File: src/rtl/lsu_pkg.sv
// Shared definitions for the memory-stage load/store unit.
//   - whb size encodings used by both loads and stores
//   - lsu_state_t: access-sequencing states
//   - lsu_bad_access(): flags illegal sizes and misaligned addresses
package lsu_pkg;

  localparam logic [2:0] WHB_B  = 3'd0;  // lb / sb
  localparam logic [2:0] WHB_H  = 3'd1;  // lh / sh
  localparam logic [2:0] WHB_W  = 3'd2;  // lw / sw
  localparam logic [2:0] WHB_BU = 3'd3;  // lbu
  localparam logic [2:0] WHB_HU = 3'd4;  // lhu

  typedef enum logic [1:0] {
    S_IDLE = 2'd0,
    S_REQ  = 2'd1,
    S_RESP = 2'd2,
    S_DONE = 2'd3
  } lsu_state_t;

  // Stores only know b/h/w, loads additionally bu/hu.
  function automatic logic lsu_bad_access(input logic       is_store,
                                          input logic [2:0] whb,
                                          input logic [1:0] addr_lo);
    logic bad;
    bad = 1'b0;
    if (is_store && (whb > WHB_W)) begin
      bad = 1'b1;
    end else if (!is_store && (whb > WHB_HU)) begin
      bad = 1'b1;
    end else if (((whb == WHB_H) || (whb == WHB_HU)) && addr_lo[0]) begin
      bad = 1'b1;
    end else if ((whb == WHB_W) && (addr_lo != 2'b00)) begin
      bad = 1'b1;
    end
    return bad;
  endfunction

endpackage

File: src/rtl/lsu_lane_align.sv
// Combinational lane steering for the load/store unit.
// Ports:
//   i_lane   in  2   byte offset within the word (addr[1:0])
//   i_whb    in  3   access size code
//   i_wdata  in  32  raw store data (rs2)
//   i_rdata  in  32  raw word read from the bus
//   o_be     out 4   byte enables for the selected lane(s)
//   o_wdata  out 32  store data replicated across all lanes
//   o_rdata  out 32  selected lane, sign- or zero-extended
module lsu_lane_align
  import lsu_pkg::*;
(
  input  logic [1:0]  i_lane,
  input  logic [2:0]  i_whb,
  input  logic [31:0] i_wdata,
  input  logic [31:0] i_rdata,
  output logic [3:0]  o_be,
  output logic [31:0] o_wdata,
  output logic [31:0] o_rdata
);

  logic [7:0]  w_byte;
  logic [15:0] w_half;

  always_comb begin
    w_byte = 8'h00;
    case (i_lane)
      2'd0: w_byte = i_rdata[7:0];
      2'd1: w_byte = i_rdata[15:8];
      2'd2: w_byte = i_rdata[23:16];
      default: w_byte = i_rdata[31:24];
    endcase
    w_half = i_lane[1] ? i_rdata[31:16] : i_rdata[15:0];
  end

  always_comb begin
    o_be    = 4'b0000;
    o_wdata = i_wdata;
    o_rdata = i_rdata;
    case (i_whb)
      WHB_B: begin
        o_be    = 4'b0001 << i_lane;
        o_wdata = {4{i_wdata[7:0]}};
        o_rdata = {{24{w_byte[7]}}, w_byte};
      end
      WHB_BU: begin
        o_be    = 4'b0001 << i_lane;
        o_wdata = {4{i_wdata[7:0]}};
        o_rdata = {24'h000000, w_byte};
      end
      WHB_H: begin
        o_be    = i_lane[1] ? 4'b1100 : 4'b0011;
        o_wdata = {2{i_wdata[15:0]}};
        o_rdata = {{16{w_half[15]}}, w_half};
      end
      WHB_HU: begin
        o_be    = i_lane[1] ? 4'b1100 : 4'b0011;
        o_wdata = {2{i_wdata[15:0]}};
        o_rdata = {16'h0000, w_half};
      end
      WHB_W: begin
        o_be    = 4'b1111;
        o_wdata = i_wdata;
        o_rdata = i_rdata;
      end
      default: begin
        o_be    = 4'b0000;
        o_wdata = i_wdata;
        o_rdata = i_rdata;
      end
    endcase
  end

endmodule

File: src/rtl/mem_stage_lsu.sv
// Memory-stage load/store unit. Accepts one load or store from the pipeline,
// runs it over a word-addressed request/grant/response bus and stalls the
// pipeline until the access completes.
// Ports:
//   clk, rst                 clock and synchronous active-high reset
//   op_valid, MemRW, whb,    memory-stage access (held while stall=1)
//   addr, wdata
//   stall                    freezes PC and pipeline registers
//   done, lsu_err            completion pulse and its error flag
//   load_data                extended load result, valid with done
//   dmem_req/we/addr/be/wdata  bus request side
//   dmem_gnt, dmem_rvalid, dmem_rdata  bus grant and read response
module mem_stage_lsu
  import lsu_pkg::*;
#(
  parameter int ADDR_W = 32
) (
  input  logic              clk,
  input  logic              rst,
  input  logic              op_valid,
  input  logic              MemRW,
  input  logic [2:0]        whb,
  input  logic [ADDR_W-1:0] addr,
  input  logic [31:0]       wdata,
  output logic              stall,
  output logic              done,
  output logic              lsu_err,
  output logic [31:0]       load_data,
  output logic              dmem_req,
  output logic              dmem_we,
  output logic [ADDR_W-1:0] dmem_addr,
  output logic [3:0]        dmem_be,
  output logic [31:0]       dmem_wdata,
  input  logic              dmem_gnt,
  input  logic              dmem_rvalid,
  input  logic [31:0]       dmem_rdata
);

  lsu_state_t r_state;
  lsu_state_t w_next_state;

  logic [ADDR_W-1:0] r_addr;
  logic [1:0]        r_lane;
  logic [2:0]        r_whb;
  logic              r_we;
  logic [31:0]       r_wdata;
  logic              r_err;
  logic [31:0]       r_load_data;

  logic        w_bad;
  logic        w_accept;
  logic        w_reject;
  logic        w_capture;
  logic        w_req;
  logic        w_done;
  logic [3:0]  w_be;
  logic [31:0] w_wdata_rep;
  logic [31:0] w_rdata_ext;

  assign w_bad = lsu_bad_access(MemRW, whb, addr[1:0]);

  // The aligner works purely on the captured fields so bus outputs and the
  // load extension cannot move while the pipeline is holding its inputs.
  lsu_lane_align u_align (
    .i_lane  (r_lane),
    .i_whb   (r_whb),
    .i_wdata (r_wdata),
    .i_rdata (dmem_rdata),
    .o_be    (w_be),
    .o_wdata (w_wdata_rep),
    .o_rdata (w_rdata_ext)
  );

  always_ff @(posedge clk) begin
    if (rst) begin
      r_state <= S_IDLE;
    end else begin
      r_state <= w_next_state;
    end
  end

  always_comb begin
    w_next_state = r_state;
    w_accept     = 1'b0;
    w_reject     = 1'b0;
    w_capture    = 1'b0;
    w_req        = 1'b0;
    w_done       = 1'b0;
    case (r_state)
      S_IDLE: begin
        if (op_valid) begin
          if (w_bad) begin
            w_reject     = 1'b1;
            w_next_state = S_DONE;
          end else begin
            w_accept     = 1'b1;
            w_next_state = S_REQ;
          end
        end
      end
      S_REQ: begin
        w_req = 1'b1;
        if (dmem_gnt) begin
          w_next_state = r_we ? S_DONE : S_RESP;
        end
      end
      S_RESP: begin
        if (dmem_rvalid) begin
          w_capture    = 1'b1;
          w_next_state = S_DONE;
        end
      end
      S_DONE: begin
        w_done       = 1'b1;
        w_next_state = S_IDLE;
      end
      default: begin
        w_next_state = S_IDLE;
      end
    endcase
  end

  always_ff @(posedge clk) begin
    if (rst) begin
      r_addr      <= '0;
      r_lane      <= 2'b00;
      r_whb       <= 3'd0;
      r_we        <= 1'b0;
      r_wdata     <= 32'h0;
      r_err       <= 1'b0;
      r_load_data <= 32'h0;
    end else begin
      if (w_accept) begin
        r_addr  <= {addr[ADDR_W-1:2], 2'b00};
        r_lane  <= addr[1:0];
        r_whb   <= whb;
        r_we    <= MemRW;
        r_wdata <= wdata;
        r_err   <= 1'b0;
      end
      if (w_reject) begin
        r_err <= 1'b1;
      end
      if (w_capture) begin
        r_load_data <= w_rdata_ext;
      end
    end
  end

  // Stall is combinational so the pipeline freezes in the acceptance cycle;
  // it drops in DONE so the pipeline advances at the end of that cycle.
  assign stall      = op_valid & (r_state != S_DONE);
  assign done       = w_done;
  assign lsu_err    = w_done & r_err;
  assign load_data  = r_load_data;
  assign dmem_req   = w_req;
  assign dmem_we    = w_req & r_we;
  assign dmem_addr  = r_addr;
  // Lane mask is only presented while a request is on the bus.
  assign dmem_be    = w_req ? w_be : 4'b0000;
  assign dmem_wdata = w_wdata_rep;

endmodule

File: config.mk
export PLATFORM = sky130hd
export DESIGN_NAME = mem_stage_lsu
export DESIGN_NICKNAME = d
export VERILOG_FILES = /design/src/rtl/lsu_pkg.sv /design/src/rtl/lsu_lane_align.sv /design/src/rtl/mem_stage_lsu.sv
export SDC_FILE = /design/constraint.sdc
export NUM_CORES = 1
export LEC_CHECK = 0
export CELL_PAD_IN_SITES_DETAIL_PLACEMENT = 0
export CELL_PAD_IN_SITES_GLOBAL_PLACEMENT = 1
export CORE_AREA = 2 2 154 111
export CTS_CLUSTER_DIAMETER = 30
export DETAILED_ROUTE_END_ITERATION = 16
export DIE_AREA = 0 0 156 113
export PLACE_DENSITY_LB_ADDON = 0.1
export SLEW_MARGIN = 20
export SYNTH_ARGS = -nofsm -noshare
export SYNTH_HDL_FRONTEND = slang
export SYNTH_SLANG_ARGS = --single-unit
File: constraint.sdc
create_clock -name clk -period 3.3 [get_ports clk]
set_input_delay 0.33 -clock clk [delete_from_list [all_inputs] [get_ports clk]]
set_output_delay 0.33 -clock clk [all_outputs]
set_load 0.01 [all_outputs]
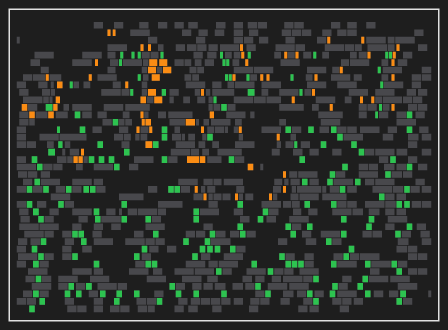
run_1/gate_families.png
Orange marks NOR gates, cells 69. Green marks NAND gates, cells 173, where spread over the die.

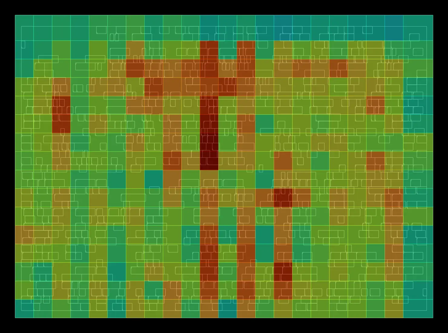
run_1/final_congestion.png
met3 track demand over resource: 6.932%
Top Usage Layer GRT: met2

==> results.yml, run 1 <==
# generated from flow reports
drt:
  dr.pass1.iters: 4
  vias: 5054
  wl_per_cell_um: 17.60
  drt_wl_total_um: 17550
clock_tree:
  clk_path_buf_depth: 2
  clk_pin_slew_ns: 0.07
  post_cts_resized: 0
  postCtsHoldBufs: 0
  clock-sinks: 103
  h-tree-depth: 3
  root_buffer: "clkbuf_16"
critical_path:
  reg2reg_to: "load_data[30]"
  cp-endpoint: "dmem_be[1]"
  end_kind: "output pin"
  cp.arrival_ns: 2.55
  crit_start: "r_whb[1]"
  r2r_start: "r_lane[1]"
  crit_type: "reg -> out"
floorplanning:
  dieWidth_um: 156
  initial_utilization_pct: 34.76
  core_sq_mm: 0.01605
  io_pins: 210
grt:
  grt_pass1_vias: 4928
  grt_pass1_wl_um: 26970
  grt_util_all_layers_pct: 19.43
sta:
  setup_viol_count_final: 0
  post-route-min-period_ns: 2.877
  finalSetupTns_ns: 0
  slew_headroom_pct: 48.06
job:
  maxCapViolations: 0
power_and_ir_drop:
  cellPowerDensity_mw_per_mm2: 499.1
  p_leak_nw: 2.690
logic_synthesis:
  ys_ff: 103
  ys_area_sq_mm: 0.005580
  synth_cells: 618
  synth-async-reset-ratio_pct: 0
  avgSynthCellArea_sq_um: 9.030
layout:
  mostFrequentLayoutCells: "206 x clkdlybuf4s50_1, 141 x nand2b_1, 103 x dfxtp_1, 70 x mux2i_1, 46 x nor2_1"
placement:
  pre_cts_ws_ns: 0.8276
  routabilityCongestion: 0.8404
status:
  status: "finished, final reports clean"
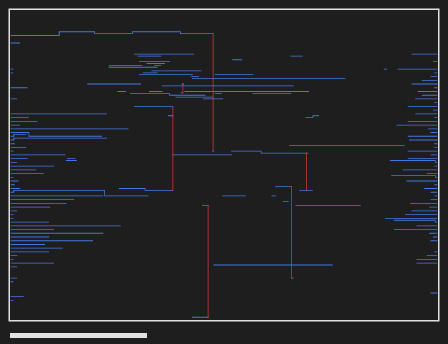
run_1/metal_stack.png
Bar = 50 um. Two of the layers only.
Blue marks met3, wire length 1,680 um. Red marks met4, wire length 164 um.

[run 1: worst max-delay path, cell delays in order (launching register included)]
cell and delay, ns:
dfxtp_1 0.32, buf_4 0.19, nand2b_1 0.40, and2_1 0.32, o32ai_1 0.23, and2_1 0.17, clkdlybuf4s50_1 0.57
[run 1: kinds of logic after synthesis]
group	after synthesis	synth area share (%)
buffers and inverters	67	5.942
and+or+nand+nor	248	24.96
other	1	0.06720
xor gates and xnor gates	2	0.3140
DFF	103	36.95
AOI/OAI and AO/OA	105	14.42
adders and majority gates	4	0.8969
muxes	88	16.46
[run 1: cell usage after synthesis, types with 4 or more instances]
master	n	share of area, %
a211oi_1	25	3.4
a21oi_1	12	1.1
mux2_2	16	3.2
o221ai_1	14	2.2
buf_4	14	1.9
dfxtp_1	103	37
mux2i_1	70	13
nand2b_1	141	16
nor2b_1	7	0.78
nor4b_1	7	1.1
and2_1	5	0.56
nand2_1	27	1.8
clkbuf_1	32	2.2
o21ai_0	6	0.54
buf_2	10	0.90
a311oi_1	8	1.3
a22oi_1	6	0.81
ha_1	4	0.90
nor3_1	5	0.45
nor2_1	46	3.1
a31oi_1	9	1.0
inv_1	7	0.47
a221oi_1	7	1.1
[run 1: through the flow]
stage / area (sq um) / std cells
2_1_floorplan: 5584 / 619
3_3_place_gp: 7716 / 981
3_5_place_dp: 7716 / 981
4_1_cts: 8000 / 997
5_1_grt: 8000 / 997
6_report: 8000 / 997
[run 1: state kept, by name, indices dropped and copies added (netlist names)]
signal,flops
r_err,1
r_wdata,32
r_state,2
dmem_addr,30
r_whb,3
r_lane,2
r_we,1
load_data,32
[run 1: routing by layer]
layer	wire (um)	part of all wire [%]	global-route usage, %
met3	1675	9.5	6.932
met5	0	0	0
met4	164	0.93	3.853
met2	7345	42	29.00
met1	8364	48	27.14
[run 1: worst min-delay path by stage]
stage / from / to / slack (ns) / cells past startpoint
CTS: dmem_addr[3] / dmem_addr[3] / 0.48 / 2
floorplan: r_wdata[31] / r_wdata[31] / 0.44 / 2
global placement: r_wdata[17] / r_wdata[17] / 0.45 / 2
finish: dmem_addr[21] / dmem_addr[21] / 0.47 / 2
detailed placement: r_we / r_we / 0.46 / 2
global route: r_wdata[21] / r_wdata[21] / 0.49 / 2
[run 1: layout make-up]
| cell class | count | area [sq um] |
|---|---|---|
| inverter | 7 | 26.28 |
| timing repair buffer | 217 | 2170 |
| fill | 1505 | 8054 |
| multi-input combinational | 449 | 3202 |
| clock inverter | 6 | 55.05 |
| sequential | 103 | 2062 |
| clock buffer | 10 | 229.0 |
| tap | 205 | 256.5 |
[run 1: where the power goes]
group	switching (mW)	internal (mW)	leakage, nW
Clock	0.522	0.526	0.136
Sequential	0.130	1.41	0.837
Combinational	0.656	0.745	1.72
--- run 2 (diff from run 1) ---
PLACE_DENSITY = 0.95   (was default)
PLACE_DENSITY_LB_ADDON = default   (was 0.1)
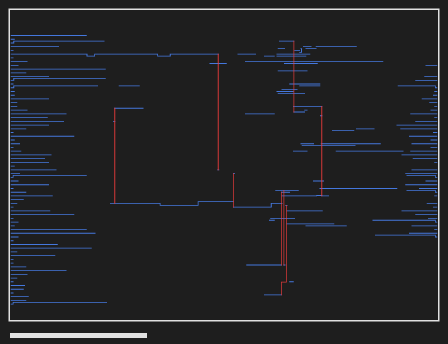
run_2/metal_stack.png
Bar = 50 um. Two of the layers only.
Blue marks met3, wire length 1,640 um. Red marks met4, wire length 236 um.

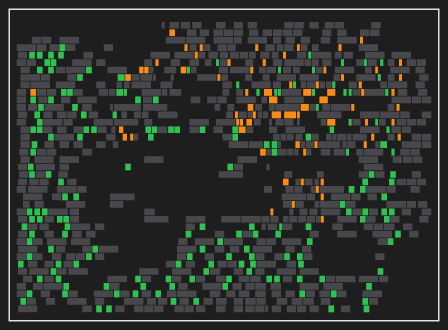
run_2/gate_families.png
Comb area share: 40.10%
Layout Cells excl Fill: 996

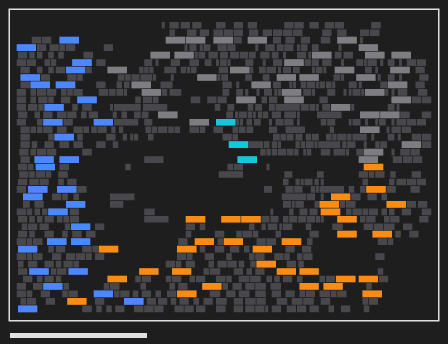
run_2/registers.png
Bar = 50 um. Other sequential cells in the stronger grey, the rest of the logic in the fainter grey.
Cyan marks r_whb, placed flops 3. Blue marks dmem_addr, placed flops 30, where a column on the left. Orange marks r_wdata, placed flops 32.
Another 38 sequential cells are not coloured.

==> run 2 against run 1 <==
Critical path depth is the same; synthesized cell count is the same; wire length shrank 4.0%; clock-buffer cell count is the same; hold slack lost 0.0037 ns; global-route usage shrank 0.59 points; combinational power is essentially flat; largest power group unchanged; highest routed layer unchanged.
==> results.yml, run 2 <==
# generated from flow reports
critical_path:
  cp.arrival_ns: 2.61
  critical_path.most_common_cell: "buf_4"
  max_stage_delay_ns: 0.50
  crit_type: "reg -> out"
layout:
  logic_area_sq_mm: 0.003202
  fillers: 1501
  finish.instance_area_sq_mm: 0.007985
drt:
  dr.pass1.iters: 4
  wl_per_cell_um: 16.92
  drt_wl_total_um: 16850
  vias: 4986
logic_synthesis:
  top_cells_by_area: "dfxtp_1 37%, nand2b_1 16%, mux2i_1 13%"
  common_cells: "141 x nand2b_1, 103 x dfxtp_1, 70 x mux2i_1"
  yosysMostFrequentCell: "nand2b_1"
  top_cell_area_share_pct: 36.95
  avgSynthCellArea_sq_um: 9.030
  synth_cells: 618
  ys_ff: 103
  ys_area_sq_mm: 0.005580
  synth-async-reset-ratio_pct: 0
floorplanning:
  io_pins: 210
sta:
  setup_viol_count_final: 0
  finalSetupTns_ns: 0
power_and_ir_drop:
  p_leak_nw: 2.687
  cellPowerDensity_mw_per_mm2: 498.9
clock_tree:
  clk_path_buf_depth: 2
  clock-sinks: 103
placement:
  place_area_sq_mm: 0.007696
  routabilityCongestion: 0.8394
grt:
  grt_pass1_vias: 4767
  grt_util_all_layers_pct: 18.84
status:
  status: "finished, final reports clean"
-- run 2: netlist changes by cell type in the layout (fill, tap and decap cells not counted) --
| cell | change |
|---|---|
| clkbuf_1 | -1 |
| inv_8 | +1 |
| clkinv_8 | -1 |
| buf_12 | -1 |
| clkbuf_8 | +1 |
-- run 2: layout make-up --
| type | instances | share of cell area (%) |
|---|---|---|
| well taps | 205 | 3.212 |
| clock inverters | 6 | 0.6268 |
| repair buffers | 216 | 26.92 |
| inverters | 7 | 0.3291 |
| multi-input cells | 449 | 40.10 |
| clock buffers | 10 | 2.993 |
| flip-flops and latches | 103 | 25.82 |
-- run 2: metrics by stage --
step	hold WS, ns	setup slack (ns)	cells
after CTS	0.4734	0.3372	996
final	0.4710	0.3605	996
after floorplan	0.4436	1.485	619
after detailed placement	0.4613	0.7234	980
after global placement	0.4574	0.7461	980
after global routing	0.4895	0.2411	996
-- run 2: per-layer routing --
metal | part of all wire (%) | global-route usage, %
met5 | 0 | 0
met4 | 1.4 | 4.648
met3 | 9.7 | 7.085
met2 | 41 | 27.52
met1 | 48 | 26.23
-- run 2: logic make-up after synthesis --
family / count (synthesis) / synth area share, %
compound gates: 105 / 14.42
xor+xnor: 2 / 0.3140
fa+ha+maj: 4 / 0.8969
buf+inv: 67 / 5.942
flops: 103 / 36.95
mux: 88 / 16.46
other cells: 1 / 0.06720
simple gates: 248 / 24.96
-- run 2: path summary, 6_finish.rpt --
path	slack [ns]	from	to	depth (start not counted)
max	0.36	r_whb[0]	dmem_wdata[14]	6
max reg2reg	0.88	r_lane[1]	load_data[10]	3
min reg2reg	0.47	r_we	r_we	2
min	0.47	r_we	r_we	2
-- run 2: power by group --
| part | internal, mW | switching [mW] |
|---|---|---|
| Sequential | 1.41 | 0.140 |
| Combinational | 0.740 | 0.631 |
| Clock | 0.544 | 0.514 |
| Total | 2.70 | 1.29 |
-- run 2: critical path: cells and delay by family, from the launching register on --
kind	cells	cell delay, ns
buffers and inverters	3	0.87
and+or+nand+nor	1	0.48
muxes	1	0.40
DFF	1	0.34
xor gates and xnor gates	1	0.16
--- run 3 (diff from run 2) ---
ABC_CLOCK_PERIOD_IN_PS = 3300   (was default)
GPL_TIMING_DRIVEN = 0   (was default)
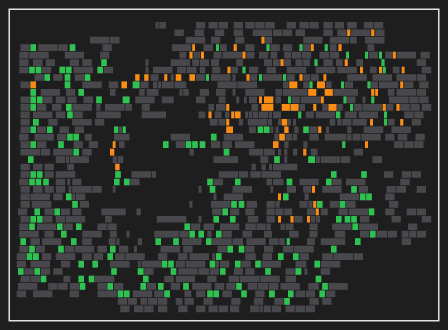
run_3/gate_families.png
Orange marks NOR gates, cells 69. Green marks NAND gates, cells 173, where spread over the die.

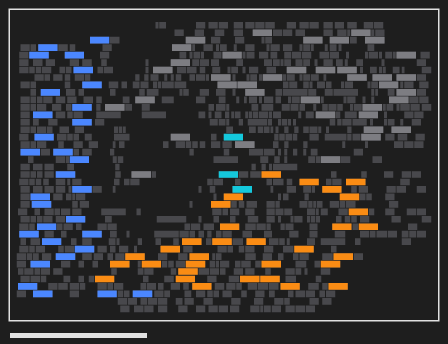
run_3/registers.png
Bar = 50 um. Other sequential cells in the stronger grey, the rest of the logic in the fainter grey.
Orange marks r_wdata, placed flops 32. Cyan marks r_whb, placed flops 3. Blue marks dmem_addr, placed flops 30, where a column on the left.
Another 38 sequential cells are not coloured.

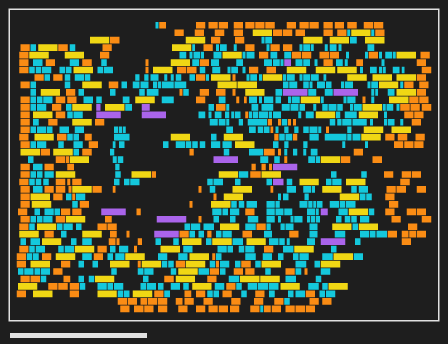
run_3/cell_classes.png
Bar = 50 um.
Yellow marks flip-flops, cells 103. Cyan marks all other logic, cells 456. Purple marks clock drivers and dummy loads, cells 15. Orange marks other buffers and delay cells, cells 266.

==> run 3 against run 2 <==
Clock power up 4%; hold slack better by 0.0031 ns; largest cell class unchanged; area after synthesis unchanged; critical path type unchanged.
==> results.yml, run 3 <==
# generated from flow reports
clock_tree:
  root_buffer: "clkbuf_16"
  post_cts_resized: 0
  clk_path_buf_depth: 2
power_and_ir_drop:
  cellPowerDensity_mw_per_mm2: 497.2
logic_synthesis:
  ys_sh_simple_pct: 24.96
  ys_area_sq_mm: 0.005580
  ys_sh_mux_pct: 16.46
  avgSynthCellArea_sq_um: 9.030
  synth_cells: 618
  yosysMostFrequentCell: "nand2b_1"
drt:
  dr.pass1.iters: 5
sta:
  post-route-min-period_ns: 3.005
  setup_viol_count_final: 0
grt:
  grt_util_all_layers_pct: 20.92
critical_path:
  crit_slowest_cell: "clkdlybuf4s50_1"
  crit_type: "reg -> out"
  max_stage_delay_ns: 0.60
  crit_chain: "buf_6, buf_2, nand2b_1, clkbuf_1, o221ai_1, a21oi_1, clkdlybuf4s50_1"
status:
  status: "finished, final reports clean"
floorplanning:
  initial_utilization_pct: 34.76
placement:
  pre_cts_ws_ns: 0.7074
-- run 3: cell counts after synthesis --
Identical to the previous run, type by type.
-- run 3: cells by family after synthesis --
logic type | Yosys count
AOI/OAI and AO/OA | 105
xor gates and xnor gates | 2
adders and majority gates | 4
buffers and inverters | 67
DFF | 103
muxes | 88
other | 1
and+or+nand+nor | 248
-- run 3: worst paths after layout --
path                    end  depth (start not counted)  slack [ns]     startpoint
max          dmem_wdata[26]                          7        0.30       r_whb[0]
max reg2reg   dmem_addr[11]                          7        1.14     r_state[0]
min           dmem_addr[31]                          2        0.47  dmem_addr[31]
min reg2reg   dmem_addr[31]                          2        0.47  dmem_addr[31]
-- run 3: cell type report --
| cell class | count | area [sq um] |
|---|---|---|
| buffer | 60 | 305.3 |
| clock buffer | 9 | 225.2 |
| clock inverter | 6 | 70.07 |
| fill | 1530 | 7856 |
| inverter | 7 | 26.28 |
| multi-input combinational | 449 | 3191 |
| sequential | 103 | 2062 |
| tap | 205 | 256.5 |
| timing repair buffer | 206 | 2062 |
-- run 3: per-stage QoR --
step | hold slack, ns | power (mW)
6_report | 0.4742 | 4.076
5_1_grt | 0.4864 | 4.292
4_1_cts | 0.4775 | 4.107
3_5_place_dp | 0.4616 | 3.001
3_3_place_gp | 0.4564 | 2.990
2_1_floorplan | 0.4436 | 2.286
-- run 3: metal layers --
| layer | wire [um] | GRT usage [%] | vias up | part of all wire (%) |
|---|---|---|---|---|
| li1 | - | - | 2587 | - |
| met1 | 8636 | 28.91 | 2443 | 47 |
| met2 | 7773 | 30.71 | 226 | 42 |
| met3 | 1873 | 8.464 | 12 | 10 |
| met4 | 183 | 4.404 | 0 | 0.99 |
| met5 | 0 | 0 | - | 0 |
-- run 3: power breakdown --
part | leakage, nW | switching [mW] | internal, mW
registers | 0.837 | 0.118 | 1.41
logic | 1.83 | 0.679 | 0.764
clock network | 0.140 | 0.509 | 0.591
total | 2.81 | 1.31 | 2.77
-- run 3: worst register-to-register path, stage by stage, from the launching register on --
cell,delay [ns]
dfxtp_1,0.33
inv_1,0.12
ha_1,0.28
nand2_1,0.14
o32ai_2,0.47
buf_4,0.30
buf_4,0.24
mux2i_1,0.21
Power and IR drop assume default switching activity.
